<file path="src/rtl/fc_2_readout_pkg.sv">
// Shared constants and state encodings for the fc_2 result readout.
// Holds data/class sizes, result-BRAM base address and one-hot FSM states.
package fc_2_readout_pkg;

   localparam int DATA_SIZE        = 8;
   localparam int FC2_SIZE         = 10;
   localparam int ADDR_W           = 15;
   localparam int IDX_W            = 4;
   localparam int RESULT_BASE_ADDR = 18400;

   typedef enum logic [3:0] {
      S_IDLE   = 4'b0001,
      S_READ   = 4'b0010,
      S_STREAM = 4'b0100,
      S_DONE   = 4'b1000
   } state_t;

endpackage

</file>
<file path="src/rtl/fc_2_readout_argmax.sv">
// Signed argmax step: asserts o_take when the candidate replaces the max.
// Ports: i_first (first score seeds max), i_cand, i_max, o_take.
module fc_2_argmax
   import fc_2_readout_pkg::*;
(
   input  logic                 i_first,
   input  logic [DATA_SIZE-1:0] i_cand,
   input  logic [DATA_SIZE-1:0] i_max,
   output logic                 o_take
);

   // strictly greater keeps the lowest index on ties
   assign o_take = i_first |
                   ($signed(i_cand) > $signed(i_max));

endmodule

</file>
<file path="src/rtl/fc_2_readout.sv">
// Reads NUM_CLASSES signed scores from result BRAM and reports the argmax.
// Ports: clk, rst (async active-low), readout_en, start, BRAM port,
// scores/class_* results, readout_done, tx_* byte stream.
// Macro FC2_READOUT_STREAM_EN adds the 11-byte output stream.
module fc_2_readout
   import fc_2_readout_pkg::*;
#(
   parameter int RESULT_BASE = RESULT_BASE_ADDR,
   parameter int NUM_CLASSES = FC2_SIZE,
   parameter int RD_LAT      = 3
) (
   input  logic                       clk,
   input  logic                       rst,
   input  logic                       readout_en,
   input  logic                       start,
   input  logic [7:0]                 result_bram_douta,
   output logic                       result_bram_ena,
   output logic [14:0]                result_bram_addra,
   output logic [8*NUM_CLASSES-1:0]   scores,
   output logic [3:0]                 class_idx,
   output logic [7:0]                 class_score,
   output logic                       class_vld,
   output logic                       readout_done,
   output logic [7:0]                 tx_data,
   output logic                       tx_valid,
   output logic                       tx_last,
   input  logic                       tx_ready
);

   localparam int SW = $clog2(RD_LAT + 2);
   localparam logic [SW-1:0] SUB_PRE = SW'(RD_LAT - 1);
   localparam logic [SW-1:0] SUB_CAP = SW'(RD_LAT);
   localparam logic [SW-1:0] SUB_FIN = SW'(RD_LAT + 1);
   localparam logic [IDX_W-1:0] IDX_LAST = IDX_W'(NUM_CLASSES - 1);

   state_t                   r_state;
   state_t                   w_next;
   logic [SW-1:0]            r_sub;
   logic [IDX_W-1:0]         r_idx;
   logic [7:0]               r_max;
   logic [IDX_W-1:0]         r_max_idx;
   logic                     r_ena;
   logic [ADDR_W-1:0]        r_addr;
   logic [8*NUM_CLASSES-1:0] r_scores;
   logic [3:0]               r_cls_idx;
   logic [7:0]               r_cls_score;
   logic                     r_cls_vld;
   logic                     w_take;
   logic                     w_cap;
   logic                     w_fin;

   // sub-cycle RD_LAT captures; SUB_FIN is one extra cycle
   // after the last capture that publishes the result
   assign w_cap = (r_state == S_READ) && (r_sub == SUB_CAP);
   assign w_fin = (r_state == S_READ) && (r_sub == SUB_FIN);

   fc_2_argmax u_argmax (
      .i_first (r_idx == '0),
      .i_cand  (result_bram_douta),
      .i_max   (r_max),
      .o_take  (w_take)
   );

`ifdef FC2_READOUT_STREAM_EN
   localparam logic [IDX_W-1:0] BYTE_LAST = IDX_W'(NUM_CLASSES);
   logic [IDX_W-1:0] r_byte;
`endif

   always_ff @(posedge clk or negedge rst) begin
      if (!rst) r_state <= S_IDLE;
      else if (readout_en) r_state <= w_next;
   end

   always_comb begin
      w_next = r_state;
      unique case (r_state)
         S_IDLE: if (start) w_next = S_READ;
`ifdef FC2_READOUT_STREAM_EN
         S_READ: if (w_fin) w_next = S_STREAM;
         S_STREAM:
            if (tx_ready && r_byte == BYTE_LAST)
               w_next = S_DONE;
`else
         S_READ: if (w_fin) w_next = S_DONE;
`endif
         S_DONE: w_next = S_IDLE;
         default: w_next = S_IDLE;
      endcase
   end

   always_comb begin
      readout_done = (r_state == S_DONE);
`ifdef FC2_READOUT_STREAM_EN
      tx_valid = (r_state == S_STREAM);
      tx_last  = tx_valid && (r_byte == BYTE_LAST);
      tx_data  = {4'b0, r_cls_idx};
      for (int k = 0; k < NUM_CLASSES; k++)
         if (r_byte == IDX_W'(k))
            tx_data = r_scores[8*(NUM_CLASSES-k)-1 -: 8];
`else
      tx_valid = 1'b0;
      tx_last  = 1'b0;
      tx_data  = 8'h00;
`endif
   end

`ifdef FC2_READOUT_STREAM_EN
   always_ff @(posedge clk or negedge rst) begin
      if (!rst) r_byte <= '0;
      else if (readout_en) begin
         if (w_fin) r_byte <= '0;
         else if (r_state == S_STREAM && tx_ready)
            r_byte <= r_byte + 1'b1;
      end
   end
`else
   logic w_unused_tx_ready;
   assign w_unused_tx_ready = tx_ready;
`endif

   always_ff @(posedge clk or negedge rst) begin
      if (!rst) begin
         r_sub       <= '0;
         r_idx       <= '0;
         r_max       <= '0;
         r_max_idx   <= '0;
         r_ena       <= 1'b0;
         r_addr      <= '0;
         r_scores    <= '0;
         r_cls_idx   <= '0;
         r_cls_score <= '0;
         r_cls_vld   <= 1'b0;
      end else if (readout_en) begin
         if (r_state == S_IDLE) begin
            if (start) begin
               r_cls_vld <= 1'b0;
               r_idx     <= '0;
               r_sub     <= '0;
               r_ena     <= 1'b1;
               r_addr    <= ADDR_W'(RESULT_BASE);
            end
         end else if (r_state == S_READ) begin
            if (w_fin) begin
               r_cls_idx   <= r_max_idx;
               r_cls_score <= r_max;
               r_cls_vld   <= 1'b1;
            end else if (w_cap) begin
               for (int k = 0; k < NUM_CLASSES; k++)
                  if (r_idx == IDX_W'(k))
                     r_scores[8*(NUM_CLASSES-k)-1 -: 8]
                        <= result_bram_douta;
               if (w_take) begin
                  r_max     <= result_bram_douta;
                  r_max_idx <= r_idx;
               end
               if (r_idx == IDX_LAST) r_sub <= SUB_FIN;
               else begin
                  r_idx  <= r_idx + 1'b1;
                  r_sub  <= '0;
                  r_ena  <= 1'b1;
                  r_addr <= ADDR_W'(RESULT_BASE)
                          + ADDR_W'(r_idx) + ADDR_W'(1);
               end
            end else begin
               r_sub <= r_sub + 1'b1;
               if (r_sub == SUB_PRE) r_ena <= 1'b0;
            end
         end
      end
   end

   assign result_bram_ena   = r_ena;
   assign result_bram_addra = r_addr;
   assign scores            = r_scores;
   assign class_idx         = r_cls_idx;
   assign class_score       = r_cls_score;
   assign class_vld         = r_cls_vld;

endmodule

</file>
<file path="config.mk">
export PLATFORM = sky130hd
export DESIGN_NAME = fc_2_readout
export DESIGN_NICKNAME = d
export VERILOG_FILES = /design/src/rtl/fc_2_readout_pkg.sv /design/src/rtl/fc_2_readout_argmax.sv /design/src/rtl/fc_2_readout.sv
export SDC_FILE = /design/constraint.sdc
export NUM_CORES = 1
export LEC_CHECK = 0
export CAP_MARGIN = 25
export CELL_PAD_IN_SITES_DETAIL_PLACEMENT = 0
export CELL_PAD_IN_SITES_GLOBAL_PLACEMENT = 2
export CORE_MARGIN = 5
export CORE_UTILIZATION = 35
export CTS_CLUSTER_SIZE = 10
export DETAILED_ROUTE_END_ITERATION = 6
export PLACE_DENSITY_LB_ADDON = 0.2
export SLEW_MARGIN = 0
export SYNTH_ARGS = -nofsm -noshare
export SYNTH_HDL_FRONTEND = slang
export SYNTH_SLANG_ARGS = --single-unit
</file>
<file path="constraint.sdc">
create_clock -name clk -period 4.5 [get_ports clk]
set_input_delay 0.9 -clock clk [delete_from_list [all_inputs] [get_ports clk]]
set_output_delay 0.9 -clock clk [all_outputs]
set_load 0.005 [all_outputs]
</file>
Figure 1. Floorplan with the power grid (run 1).
The bar under the picture is 50 µm long. Pins as bars on the die edge.
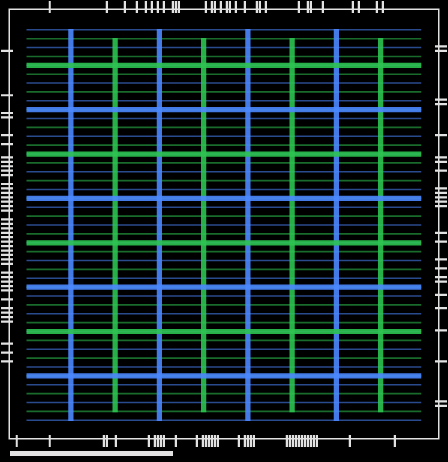
Key: blue = VSS; green = VDD
8 straps on met5. 45 met1 rails follow the rows.
Peak VDD IR: 0.255 mV
Die Ht: 131 µm

Figure 2. Cell area per tile (run 1).
The bar under the picture is 50 µm long. The die is cut into 13 by 13 equal tiles; black is low, pale yellow is high, 0 to 100% covered.
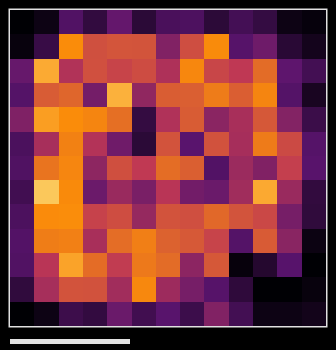
The fullest tile reaches 88%. 4.1% of the tiles are nearly empty. The emptiest ninth of the die: lower right.
FP Util: 35.5%
Core Util, Final: 49.5%

==> deck_impl_summary.md, run 1 <==
Key Metrics from the Run

Outcome
  – Status: finished, final reports clean

Clocking
  – Max clock buf depth: 2
  – H-tree depth: 4
  – Cts bufs inserted: 17
  – Clock root cell: clkbuf_16
  – # resized after CTS: 0
  – Cts hold-fix bufs: 0
  – CTS clk-pin slew, worst paths: 0.05 ns
  – CTS sink count: 118

Global route
  – Vias in the first global route: 3,532
  – Grt total ovfl: 0
  – First-pass GRT wire length: 20.2 mm
  – Largest net degree at the start of global routing: 75

Synth
  – Mapped Cells: 382
  – Synth Area in Adders: 3.89%
  – Seq share, synth: 57.5%
  – Xor/xnor share of the synthesized area: 0.341%
  – Ys flops: 118
  – Yosys Instances: 382
  – Post-Syn Area per Cell: 13.5 µm²
  – Number of enable flip-flop cells: 0

Setup path
  – Critical-path top delay cell: o31ai_4
  – Critical Path Sink Type: flip-flop
  – CP startpoint kind: primary input
  – Critical Path Max Stage Delay: 0.50 ns

Die
  – Die ar.: 17,200 µm²
  – Chip Width: 131 µm

Power
  – Switching fraction of total power: 25.3%
  – Pwr Density: 463 nW/µm²
  – Clk network pwr share: 45.4%
  – Comb pwr share: 16.4%
  – Psw: 0.000842 W

STA
  – Slew @ Worst Pin: 0.889 ns
  – Final hold vios: 0
  – Worst slew margin: 40.6%
  – Post-Route Setup TNS: 0 ns
  – Pins over their slew limit: 0
  – Fin crit period: 3.29 ns
  – Clock Skew: 0.00837 ns
  – Final setup viols: 0

Drt
  – # DRC: 0
  – Routed wire length: 12.6 mm
  – Iter 0 DRT Violations: 100

Place
  – Final HPWL DP: 8.87 mm

Layout
  – Layout cells sized above 1: 29.3%
  – FILL cells: 1,306
  – Final #Nets: 539

Flow run
  – Max Cap Viol: 0

Hold path
  – HP Class: primary input to async pin
Figure 3. I/O nets highlighted (run 1).
The bar under the picture is 50 µm long.
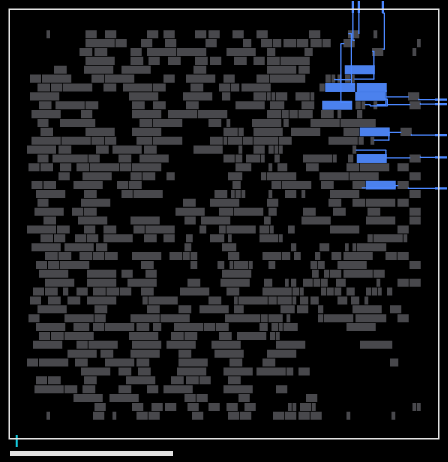
Key: cyan = tx_ready [direction input, edge bottom, end cells 0, buffers 0]; blue = class_score [direction output, edge 5 right, 3 top, end cells 8, buffers 8, wire 194 µm]
Ports: 133
Buffers on Ports: 118

Figure 4. Cells coloured by class (run 1).
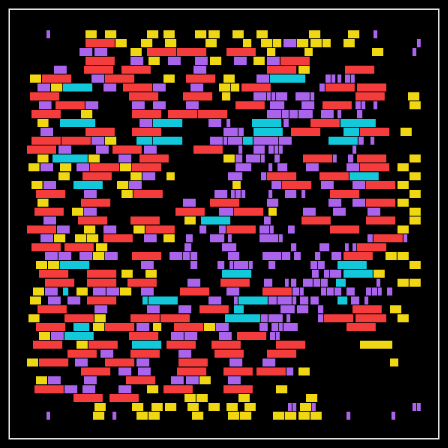
Key: red = registers [cells 118]; yellow = remaining buffers and delay cells [cells 130]; purple = remaining logic cells [cells 243]; cyan = clock drivers and dummy loads [cells 31]
Core ar.: 14,500 µm²
fin area: 7170 µm²
Row Count: 44
flop share of the area: 41.2%

run 1: final timing paths:
kind / cells past startpoint / end / slack, ns / start
max: 8 / r_max[6] / 1.21 / result_bram_douta[7]
min: 1 / r_state[3] / 0.35 / rst
max reg2reg: 7 / r_max[6] / 1.90 / r_max[7]
min reg2reg: 2 / class_score[2] / 0.48 / class_score[2]
max in group asynchronous: 3 / scores[15] / 3.21 / rst
min in group clk: 2 / class_score[2] / 0.48 / class_score[2]
run 1: per-layer routing:
metal  track usage (%)  share of wire, %
met1              19.0                45
met2              22.2                45
met3              8.14               9.2
met4              4.85               1.2
met5                 0                 0
run 1: power by group through the flow:
stage | Combinational, W | Sequential (W) | Clock [W]
6_report | 0.000546 | 0.00127 | 0.00151
5_1_grt | 0.000608 | 0.00129 | 0.00159
4_1_cts | 0.000553 | 0.00127 | 0.00154
3_5_place_dp | 0.000549 | 0.00129 | 0
3_3_place_gp | 0.000542 | 0.00128 | 0
2_1_floorplan | 0.000296 | 0.00127 | 0
run 1: cells in the mapped netlist, drive strengths merged (2+ instances only):
cell type  count  area, µm²
nand4          3       18.8
nand3b         2       15.0
inv           20       75.1
nor2b          2       12.5
mux2i          3       30.0
xnor2          2       17.5
nand2b         5       38.8
nor3           5       47.5
nand3          2       10.0
a21o           2       15.0
a21oi          6       30.0
clkbuf        13       48.8
o31ai          2       28.8
dfrtp        117       2930
a211oi         2       15.0
o21ai         14       70.1
nand2         21       96.3
nor2           8       32.5
ha            16        200
mux2          96       1080
nor3b          2       15.0
buf           20        148
nor4           4       25.0
run 1: per-stage QoR:
stage | setup slack, ns | std cells | total power, W
3_3_place_gp | 0.846 | 674 | 0.00183
3_5_place_dp | 0.787 | 674 | 0.00184
2_1_floorplan | 1.73 | 394 | 0.00156
6_report | 1.21 | 706 | 0.00332
4_1_cts | 1.23 | 705 | 0.00337
5_1_grt | 1.09 | 706 | 0.00349
run 1: area by class of cell:
cell class | count | area [µm²] | area share, %
flip-flops and latches | 118 | 2950 | 41.2
multi-input cells | 223 | 1960 | 27.3
repair buffers | 130 | 1290 | 18.0
clock buffers | 20 | 467 | 6.51
well taps | 184 | 230 | 3.21
clock inverters | 11 | 195 | 2.72
inverters | 20 | 75.1 | 1.05
run 1: flip-flops by register name, indices dropped and copies added, names as in the netlist:
| name | count |
|---|---|
| class_vld | 1 |
| r_idx | 3 |
| r_max | 8 |
| result_bram_addra | 3 |
| r_state | 3 |
| class_score | 8 |
| r_max_idx | 4 |
| scores | 80 |
| class_idx | 4 |
| result_bram_ena | 1 |
| r_sub | 3 |
run 1: critical path: cells and delay by family:
family	cells	cell delay, ns
compound gates	2	0.86
simple gates	2	0.46
buf+inv	2	0.59
mux	1	0.40
fa+ha+maj	1	0.37
run 1: kinds of logic (layout without fill, tap and decap cells):
kind of cell,count (synthesis),count (layout)
DFF,118,118
buffers and inverters,53,181
adders and majority gates,16,16
muxes,99,99
other,1,13
AOI/OAI and AO/OA,31,31
and+or+nand+nor,62,62
xor gates and xnor gates,2,2
==> run 1 -> run 2 <==
CORE_UTILIZATION = 32   (was 35)
clock period = 3.4 ns   (was 4.5 ns; I/O delays follow)
Figure 5. Track usage over the die (run 2).
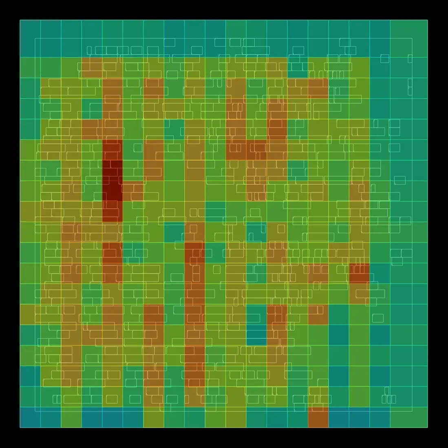
WL/cell: 17.9 µm
Core Util, Final: 45.5%

==> run 2 against run 1 <==
  * Synthesized cell count did not move
  * Sequential share of layout area decreased by 0.23 points
  * Combinational power is 36% higher
  * Utilization decreased by 4.0 points
  * Highest routed layer unchanged
  * Sequential cell count unchanged
  * Via count up 2.1%
  * Register-to-register slack got worse by 0.94 ns
  * Global-route usage grew 0.075 points
  * Worst hold slack got worse by 0.11 ns
  * Worst setup slack worse by 0.52 ns
==> deck_impl_summary.md, run 2 <==
Key Metrics from the Run

Synth
  – Ys flops: 118
  – Seq share, synth: 57.5%
  – Post-Syn Area per Cell: 13.5 µm²
  – Mapped Cells: 382
  – Number of enable flip-flop cells: 0
  – Xor/xnor share of the synthesized area: 0.341%
  – Yosys Instances: 382
  – Synth Area in Adders: 3.89%
  – Area leader share: 57.0%
  – Most frequent cell after synthesis: dfrtp_1

Layout
  – Fin area: 7210 µm²
  – Logic area: 1960 µm²
  – Final #Nets: 542
  – FILL cells: 1,439
  – Register area: 2950 µm²
  – Max reg flops: 80

Setup path
  – CP startpoint kind: primary input
  – Worst reg2reg path depth: 8
  – Critical Path Sink Type: flip-flop

Clocking
  – Cts bufs inserted: 17
  – Max clock buf depth: 2
  – CTS sink count: 118

STA
  – Worst setup margin: 0.691 ns
  – Clock Skew: 0.00651 ns
  – Post-Route Setup TNS: 0 ns
  – Fin crit period: 2.71 ns
  – Worst slew margin: 63.7%
  – Slew @ Worst Pin: 0.544 ns
  – Final hold vios: 0
  – Final setup viols: 0

Die
  – Core ar.: 15,800 µm²
  – Ports: 133
  – Die ar.: 18,700 µm²
  – Die Ht: 137 µm
  – Row Count: 46
  – Chip Width: 137 µm

Hold path
  – HP Class: primary input to async pin

Global route
  – Largest net degree at the start of global routing: 47
  – Vias in the first global route: 3,759
  – First-pass GRT wire length: 21.2 mm

Drt
  – # DRC: 0
  – Routed wire length: 13.2 mm

Power
  – Peak VDD IR: 0.296 mV
  – Pwr Density: 608 nW/µm²

Place
  – Pre-CTS WS: 0.269 ns

Outcome
  – Status: finished, final reports clean
## run 2: cells by family (layout without fill, tap and decap cells)
family | count (synthesis) | count (layout)
muxes | 99 | 99
AOI/OAI and AO/OA | 31 | 31
buffers and inverters | 53 | 184
and+or+nand+nor | 62 | 62
other | 1 | 13
xor gates and xnor gates | 2 | 2
adders and majority gates | 16 | 16
DFF | 118 | 118
## run 2: metrics by stage
stage	std cells	hold WS (ns)	power [W]
finish	741	0.245	0.00438
floorplan	394	0.384	0.00207
CTS	741	0.254	0.00445
detailed placement	710	0.478	0.00247
global route	741	0.270	0.00462
global placement	710	0.468	0.00245
## run 2: path summary, 6_finish.rpt
| kind | start | end |
|---|---|---|
| min | rst | class_score[7] |
| max in group asynchronous | rst | scores[78] |
| min reg2reg | class_score[2] | class_score[2] |
| max | result_bram_douta[7] | r_max[4] |
| max reg2reg | r_sub[0] | r_max[4] |
| min in group clk | class_score[2] | class_score[2] |
## run 2: power breakdown
part | internal [W] | total [W] | switching, W | leakage (nW)
logic | 0.000392 | 0.000743 | 0.000351 | 1.43
registers | 0.00155 | 0.00168 | 0.000135 | 1.61
clock network | 0.00135 | 0.00196 | 0.000609 | 0.316
total | 0.00329 | 0.00438 | 0.00109 | 3.36
## run 2: routing by layer
metal	track usage, %	wire length, µm
met1	18.6	5660
met2	24.1	6350
met5	0	0
met3	6.73	1080
met4	4.54	157
## run 2: layout make-up
cell class                 instances  share of cell area, %
clock inverter                     9                   2.40
timing repair buffer             133                   18.1
sequential                       118                   41.0
tap                              216                   3.75
inverter                          20                   1.04
clock buffer                      22                   6.58
multi-input combinational        223                   27.2
## run 2: critical path: stages
cell             delay [ns]
clkdlybuf4s50_1        0.43
ha_1                   0.39
nand4_1                0.20
a211o_2                0.34
and4b_2                0.24
o31ai_4                0.19
buf_4                  0.19
mux2_2                 0.33
No activity file was given, so power comes from the tool's default toggle rates.
